===== src/rtl/stage_id_pkg.sv =====
// Shared decode constants for the instruction-decode stage: opcodes, ALUOp
// classes, control-bit positions, the NOP word and the main control decoder.
package stage_id_pkg;

    localparam logic [5:0] OP_RTYPE = 6'b000000;
    localparam logic [5:0] OP_LW    = 6'b100011;
    localparam logic [5:0] OP_SW    = 6'b101011;
    localparam logic [5:0] OP_BEQ   = 6'b000100;
    localparam logic [5:0] OP_ADDI  = 6'b001000;
    localparam logic [5:0] OP_J     = 6'b000010;

    localparam logic [1:0] ALUOP_ADD   = 2'b00;
    localparam logic [1:0] ALUOP_SUB   = 2'b01;
    localparam logic [1:0] ALUOP_FUNCT = 2'b10;

    // Bit positions inside the 8-bit control bundle, MSB first.
    localparam int CTRL_REGDST   = 7;
    localparam int CTRL_ALUSRC   = 6;
    localparam int CTRL_MEMTOREG = 5;
    localparam int CTRL_REGWRITE = 4;
    localparam int CTRL_MEMREAD  = 3;
    localparam int CTRL_MEMWRITE = 2;
    localparam int CTRL_BRANCH   = 1;
    localparam int CTRL_JUMP     = 0;

    localparam logic [31:0] NOP_INST_WORD = 32'h0000_0000;

    typedef struct packed {
        logic [7:0] ctrl;
        logic [1:0] alu_op;
    } decode_t;

    function automatic decode_t decode_op(input logic [5:0] op);
        decode_t d;
        d = '0;
        case (op)
            OP_RTYPE: begin
                d.ctrl[CTRL_REGDST]   = 1'b1;
                d.ctrl[CTRL_REGWRITE] = 1'b1;
                d.alu_op              = ALUOP_FUNCT;
            end
            OP_LW: begin
                d.ctrl[CTRL_ALUSRC]   = 1'b1;
                d.ctrl[CTRL_MEMTOREG] = 1'b1;
                d.ctrl[CTRL_REGWRITE] = 1'b1;
                d.ctrl[CTRL_MEMREAD]  = 1'b1;
                d.alu_op              = ALUOP_ADD;
            end
            OP_SW: begin
                d.ctrl[CTRL_ALUSRC]   = 1'b1;
                d.ctrl[CTRL_MEMWRITE] = 1'b1;
                d.alu_op              = ALUOP_ADD;
            end
            OP_BEQ: begin
                d.ctrl[CTRL_BRANCH]   = 1'b1;
                d.alu_op              = ALUOP_SUB;
            end
            OP_ADDI: begin
                d.ctrl[CTRL_ALUSRC]   = 1'b1;
                d.ctrl[CTRL_REGWRITE] = 1'b1;
                d.alu_op              = ALUOP_ADD;
            end
            OP_J: begin
                d.ctrl[CTRL_JUMP]     = 1'b1;
            end
            default: d = '0;
        endcase
        return d;
    endfunction

endpackage


===== src/rtl/stage_id_regfile_2r1w.sv =====
// 2-read/1-write register file with asynchronous clear; r0 is hard-wired to 0.
// Defining REGFILE_BYPASS_EN makes reads of the register being written return the new data.
module stage_id_regfile_2r1w #(
    parameter int DATA_W = 32,
    parameter int REG_AW = 5
) (
    input  logic              clock,
    input  logic              reset,
    input  logic [REG_AW-1:0] raddr1,
    input  logic [REG_AW-1:0] raddr2,
    output logic [DATA_W-1:0] rdata1,
    output logic [DATA_W-1:0] rdata2,
    input  logic              we,
    input  logic [REG_AW-1:0] waddr,
    input  logic [DATA_W-1:0] wdata
);

    logic [DATA_W-1:0] regs [2**REG_AW];

    always_ff @(posedge clock or posedge reset) begin
        if (reset) begin
            for (int i = 0; i < 2**REG_AW; i++) begin
                regs[i] <= '0;
            end
        end else if (we && waddr != '0) begin
            regs[waddr] <= wdata;
        end
    end

    always_comb begin
        rdata1 = (raddr1 == '0) ? '0 : regs[raddr1];
        rdata2 = (raddr2 == '0) ? '0 : regs[raddr2];
`ifdef REGFILE_BYPASS_EN
        // Write-first: a same-cycle write-back is visible to the decode read.
        if (we && raddr1 != '0 && raddr1 == waddr) rdata1 = wdata;
        if (we && raddr2 != '0 && raddr2 == waddr) rdata2 = wdata;
`endif
    end

endmodule


===== src/rtl/stage_id.sv =====
// Instruction-decode stage: IF/ID register, register file, control decode,
// load-use stall and branch flush. Optional write-first bypass: REGFILE_BYPASS_EN.
module stage_id
    import stage_id_pkg::*;
#(
    parameter int          DATA_W   = 32,
    parameter int          REG_AW   = 5,
    parameter logic [31:0] NOP_INST = NOP_INST_WORD
) (
    input  logic              clock,
    input  logic              reset,
    input  logic [31:0]       IF_PC,
    input  logic [31:0]       IF_PC4,
    input  logic [31:0]       IF_Inst,
    input  logic [3:0]        IF_InstNum,
    input  logic [3:0]        IF_InstType,
    input  logic              Flush,
    input  logic              WB_RegWrite,
    input  logic [REG_AW-1:0] WB_WriteReg,
    input  logic [DATA_W-1:0] WB_WriteData,
    output logic              Stall,
    output logic              IDEX_Valid,
    output logic [31:0]       IDEX_PC4,
    output logic [DATA_W-1:0] IDEX_ReadData1,
    output logic [DATA_W-1:0] IDEX_ReadData2,
    output logic [DATA_W-1:0] IDEX_Imm,
    output logic [REG_AW-1:0] IDEX_Rs,
    output logic [REG_AW-1:0] IDEX_Rt,
    output logic [REG_AW-1:0] IDEX_Rd,
    output logic [7:0]        IDEX_Ctrl,
    output logic [1:0]        IDEX_ALUOp,
    output logic [3:0]        IDEX_InstNum,
    output logic [3:0]        IDEX_InstType
);

    // Handshake: IDEX_Valid qualifies every IDEX_* field for one cycle and execute
    // always accepts; the only back-pressure is Stall, which tells fetch to hold.
    logic [31:0]       ifid_pc;
    logic [31:0]       ifid_pc4;
    logic [31:0]       ifid_inst;
    logic [3:0]        ifid_num;
    logic [3:0]        ifid_type;
    logic              ifid_valid;
    logic [REG_AW-1:0] rs, rt, rd;
    logic [DATA_W-1:0] read_data1, read_data2, imm_ext;
    decode_t           dec;
    logic              issue;
    logic              unused_pc;

    assign rs        = ifid_inst[21 +: REG_AW];
    assign rt        = ifid_inst[16 +: REG_AW];
    assign rd        = ifid_inst[11 +: REG_AW];
    assign dec       = decode_op(ifid_inst[31:26]);
    assign imm_ext   = {{(DATA_W-16){ifid_inst[15]}}, ifid_inst[15:0]};
    assign unused_pc = ^ifid_pc;

    // A flush squashes everything younger, so it overrides the load-use hold.
    assign Stall = !Flush && IDEX_Valid && IDEX_Ctrl[CTRL_MEMREAD] && (IDEX_Rt != '0)
                   && ((IDEX_Rt == rs) || (IDEX_Rt == rt));

    assign issue = ifid_valid && !Flush && !Stall;

    stage_id_regfile_2r1w #(
        .DATA_W (DATA_W),
        .REG_AW (REG_AW)
    ) u_regfile (
        .clock  (clock),
        .reset  (reset),
        .raddr1 (rs),
        .raddr2 (rt),
        .rdata1 (read_data1),
        .rdata2 (read_data2),
        .we     (WB_RegWrite),
        .waddr  (WB_WriteReg),
        .wdata  (WB_WriteData)
    );

    always_ff @(posedge clock or posedge reset) begin
        if (reset) begin
            ifid_pc    <= '0;
            ifid_pc4   <= '0;
            ifid_inst  <= NOP_INST;
            ifid_num   <= '0;
            ifid_type  <= '0;
            ifid_valid <= 1'b0;
        end else if (Flush) begin
            ifid_pc    <= '0;
            ifid_pc4   <= '0;
            ifid_inst  <= NOP_INST;
            ifid_num   <= '0;
            ifid_type  <= '0;
            ifid_valid <= 1'b0;
        end else if (!Stall) begin
            ifid_pc    <= IF_PC;
            ifid_pc4   <= IF_PC4;
            ifid_inst  <= IF_Inst;
            ifid_num   <= IF_InstNum;
            ifid_type  <= IF_InstType;
            ifid_valid <= 1'b1;
        end
    end

    // Bubbles (flush, stall, empty IF/ID) drive every ID/EX field to zero.
    always_ff @(posedge clock or posedge reset) begin
        if (reset) begin
            IDEX_Valid     <= 1'b0;
            IDEX_PC4       <= '0;
            IDEX_ReadData1 <= '0;
            IDEX_ReadData2 <= '0;
            IDEX_Imm       <= '0;
            IDEX_Rs        <= '0;
            IDEX_Rt        <= '0;
            IDEX_Rd        <= '0;
            IDEX_Ctrl      <= '0;
            IDEX_ALUOp     <= '0;
            IDEX_InstNum   <= '0;
            IDEX_InstType  <= '0;
        end else begin
            IDEX_Valid     <= issue;
            IDEX_PC4       <= issue ? ifid_pc4   : '0;
            IDEX_ReadData1 <= issue ? read_data1 : '0;
            IDEX_ReadData2 <= issue ? read_data2 : '0;
            IDEX_Imm       <= issue ? imm_ext    : '0;
            IDEX_Rs        <= issue ? rs         : '0;
            IDEX_Rt        <= issue ? rt         : '0;
            IDEX_Rd        <= issue ? rd         : '0;
            IDEX_Ctrl      <= issue ? dec.ctrl   : '0;
            IDEX_ALUOp     <= issue ? dec.alu_op : '0;
            IDEX_InstNum   <= issue ? ifid_num   : '0;
            IDEX_InstType  <= issue ? ifid_type  : '0;
        end
    end

endmodule


===== config.mk =====
export PLATFORM = sky130hd
export DESIGN_NAME = stage_id
export DESIGN_NICKNAME = d
export VERILOG_FILES = /design/src/rtl/stage_id_pkg.sv /design/src/rtl/stage_id_regfile_2r1w.sv /design/src/rtl/stage_id.sv
export SDC_FILE = /design/constraint.sdc
export NUM_CORES = 2
export LEC_CHECK = 0
export CAP_MARGIN = 20
export CORE_MARGIN = 1
export CORE_UTILIZATION = 65
export CTS_CLUSTER_SIZE = 8
export DETAILED_ROUTE_END_ITERATION = 7
export MAX_ROUTING_LAYER = met4
export PLACE_DENSITY = 0.86
export SKIP_CTS_REPAIR_TIMING = 1
export SLEW_MARGIN = 30
export SYNTH_ARGS = -nofsm -noshare
export SYNTH_HDL_FRONTEND = slang
export SYNTH_SLANG_ARGS = --single-unit

===== constraint.sdc =====
create_clock -name clock -period 133.4 [get_ports clock]
set_input_delay 26.68 -clock clock [delete_from_list [all_inputs] [get_ports clock]]
set_output_delay 26.68 -clock clock [all_outputs]
set_load 0.02 [all_outputs]

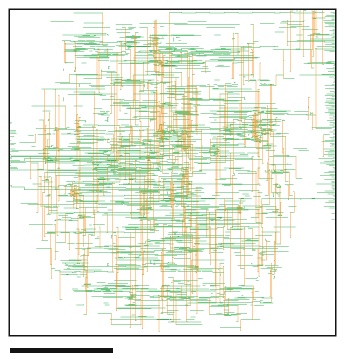
**Above:** routed metal, one colour a layer.
The bar under the picture is 100 um long. Two of the layers only.
layer	colour	wire length
metal 4	orange	11200 um
metal 3	green	22.1 mm

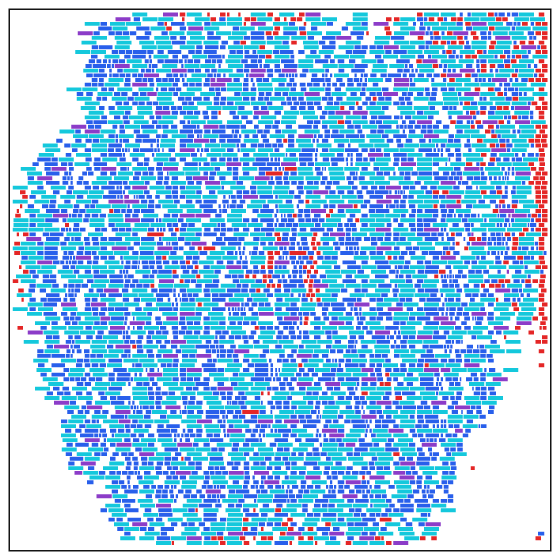
**Above:** cell classes on the final placement.
class	colour	cells	share of their area
clock drivers and dummy loads	purple	194	6.7%
sequential cells	cyan	1236	45%
remaining buffers and delay cells	red	367	5.0%
combinational and other logic	blue	2849	43%

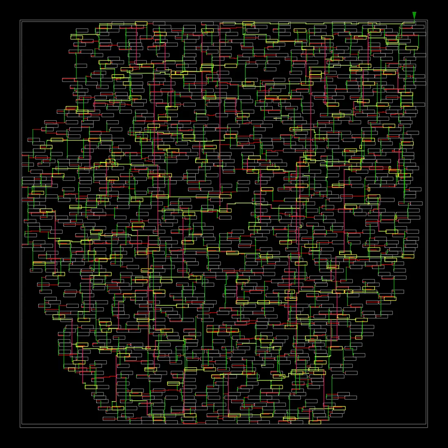
**Above:** the clock network.
CLK BUF: 184
clk pwr: 395 uW

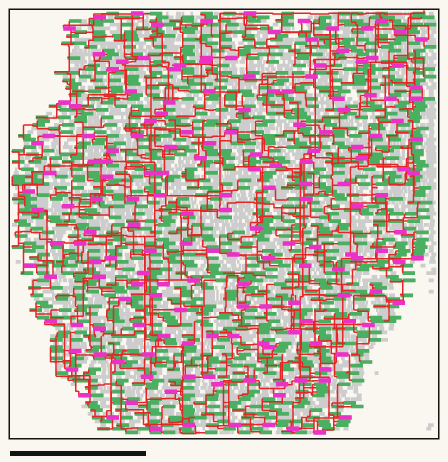
**Above:** clock wires, drivers and flops.
The bar under the picture is 100 um long.
[flip-flops] green | count: 1236
[clock wires] red | length: 15600 um
[clock drivers] magenta | count: 172
flops lie	widely spread
routed clock nets	173

-- cells in the mapped netlist (2+ instances only) --
cell type	count	area (um^2)
nor3b_1	4	30.0
buf_1	52	195
nor2_2	4	25.0
mux2_2	1056	11900
a22oi_1	64	480
buf_8	8	120
xnor2_1	10	87.6
and2_1	64	400
buf_6	47	529
nor2_1	85	319
nor2b_1	75	469
nor4_1	5	31.3
o21ai_0	73	365
a221oi_2	2	30.0
a21oi_1	65	325
nand2_1	22	82.6
mux2_1	6	67.6
nand2b_1	3	18.8
clkbuf_1	259	972
and2_4	2	17.5
nand3_1	68	340
buf_2	84	420
nor3_1	71	355
mux2i_1	512	5120
a221oi_1	254	2220
dfrtp_1	1236	30900
buf_4	68	510
nor4b_2	2	30.0
buf_12	2	40.0
nor2b_4	2	27.5
and4b_1	65	651
o21ai_1	59	295
nand3b_1	4	30.0
mux4_2	256	5770
inv_1	5	18.8
-- logic make-up after synthesis --
family,Yosys count,share of synthesized area
multiplexers,1830,0.361
flip-flops,1236,0.489
buffers and inverters,526,0.0444
AND-OR/OR-AND,521,0.0593
AND/OR/NAND/NOR,482,0.0454
XOR/XNOR,10,0.00138
-- registers in the layout, indices dropped and copies added, names as in the netlist, 6 cells and up --
signal / flops
IDEX_ReadData1: 32
IDEX_Ctrl: 6
ifid_inst: 32
u_regfile.regs: 1024
IDEX_PC4: 32
ifid_pc4: 32
IDEX_ReadData2: 32
IDEX_Imm: 12
-- layer usage --
metal / GRT usage / up-vias / routed length (um)
met4: 0.219 / 0 / 11200
met1: 0.510 / 22800 / 70800
li1: - / 17400 / -
met5: - / - / 0
met3: 0.115 / 825 / 22100
met2: 0.585 / 3053 / 87700
==> impl_metrics.py <==
# Flow results
metrics = {
    "logic_synthesis": {
        "synth_flops": 1236,
        "ys_area_um2": 63300,
        "syn_area_um2": 63300,
        "ys.flop_type": "dfrtp_1",
        "async_flop_share": 1.00,
    },
    "clock_tree": {
        "clk_pin_slew_worst_paths_ns": 0.05,
        "cts-root-buf": "clkbuf_16",
    },
    "placed_design": {
        "dpl-instance-area_um2": 65800,
        "place.gp.congestion": 0.884,
    },
    "power_and_ir_drop": {
        "switchingPower_uw": 292,
        "clkPwrFrac": 0.372,
        "swShare": 0.275,
        "intPower_uw": 771,
        "powerDensity_nw_per_um2": 15.1,
    },
    "status": {
        "status": "complete, no violations",
    },
    "layout": {
        "drive_gt1_frac": 0.364,
        "n_all_buffers": 367,
        "final_nets": 4771,
        "dominant-cell-class": "sequential cells",
        "instances_no_fill": 5936,
    },
    "worst_setup_path": {
        "reg2reg_slack_ns": 128.55,
        "worst_r2r_startpoint": "ifid_inst[21]",
        "slowest_delay_ns": 0.72,
        "cp.depth": 6,
        "crit_end": "Stall",
        "path_delay_family": "buffers and inverters",
        "path_class": "input port to primary output",
    },
    "floorplan": {
        "chipArea_um2": 98600,
        "core.rowCount": 114,
        "die_x_um": 314,
        "tapCellCount": 1276,
    },
    "route": {
        "drc_errors": 0,
        "first_pass_iters": 6,
    },
    "global_route": {
        "grt_max_degree": 179,
        "grt_pass1_vias": 45500,
    },
    "timing": {
        "fin_skew_ns": 0.0262,
        "period_used_share": 0.418,
        "slew_headroom": 0.289,
    },
}
No activity file was given, so power comes from the tool's default toggle rates.
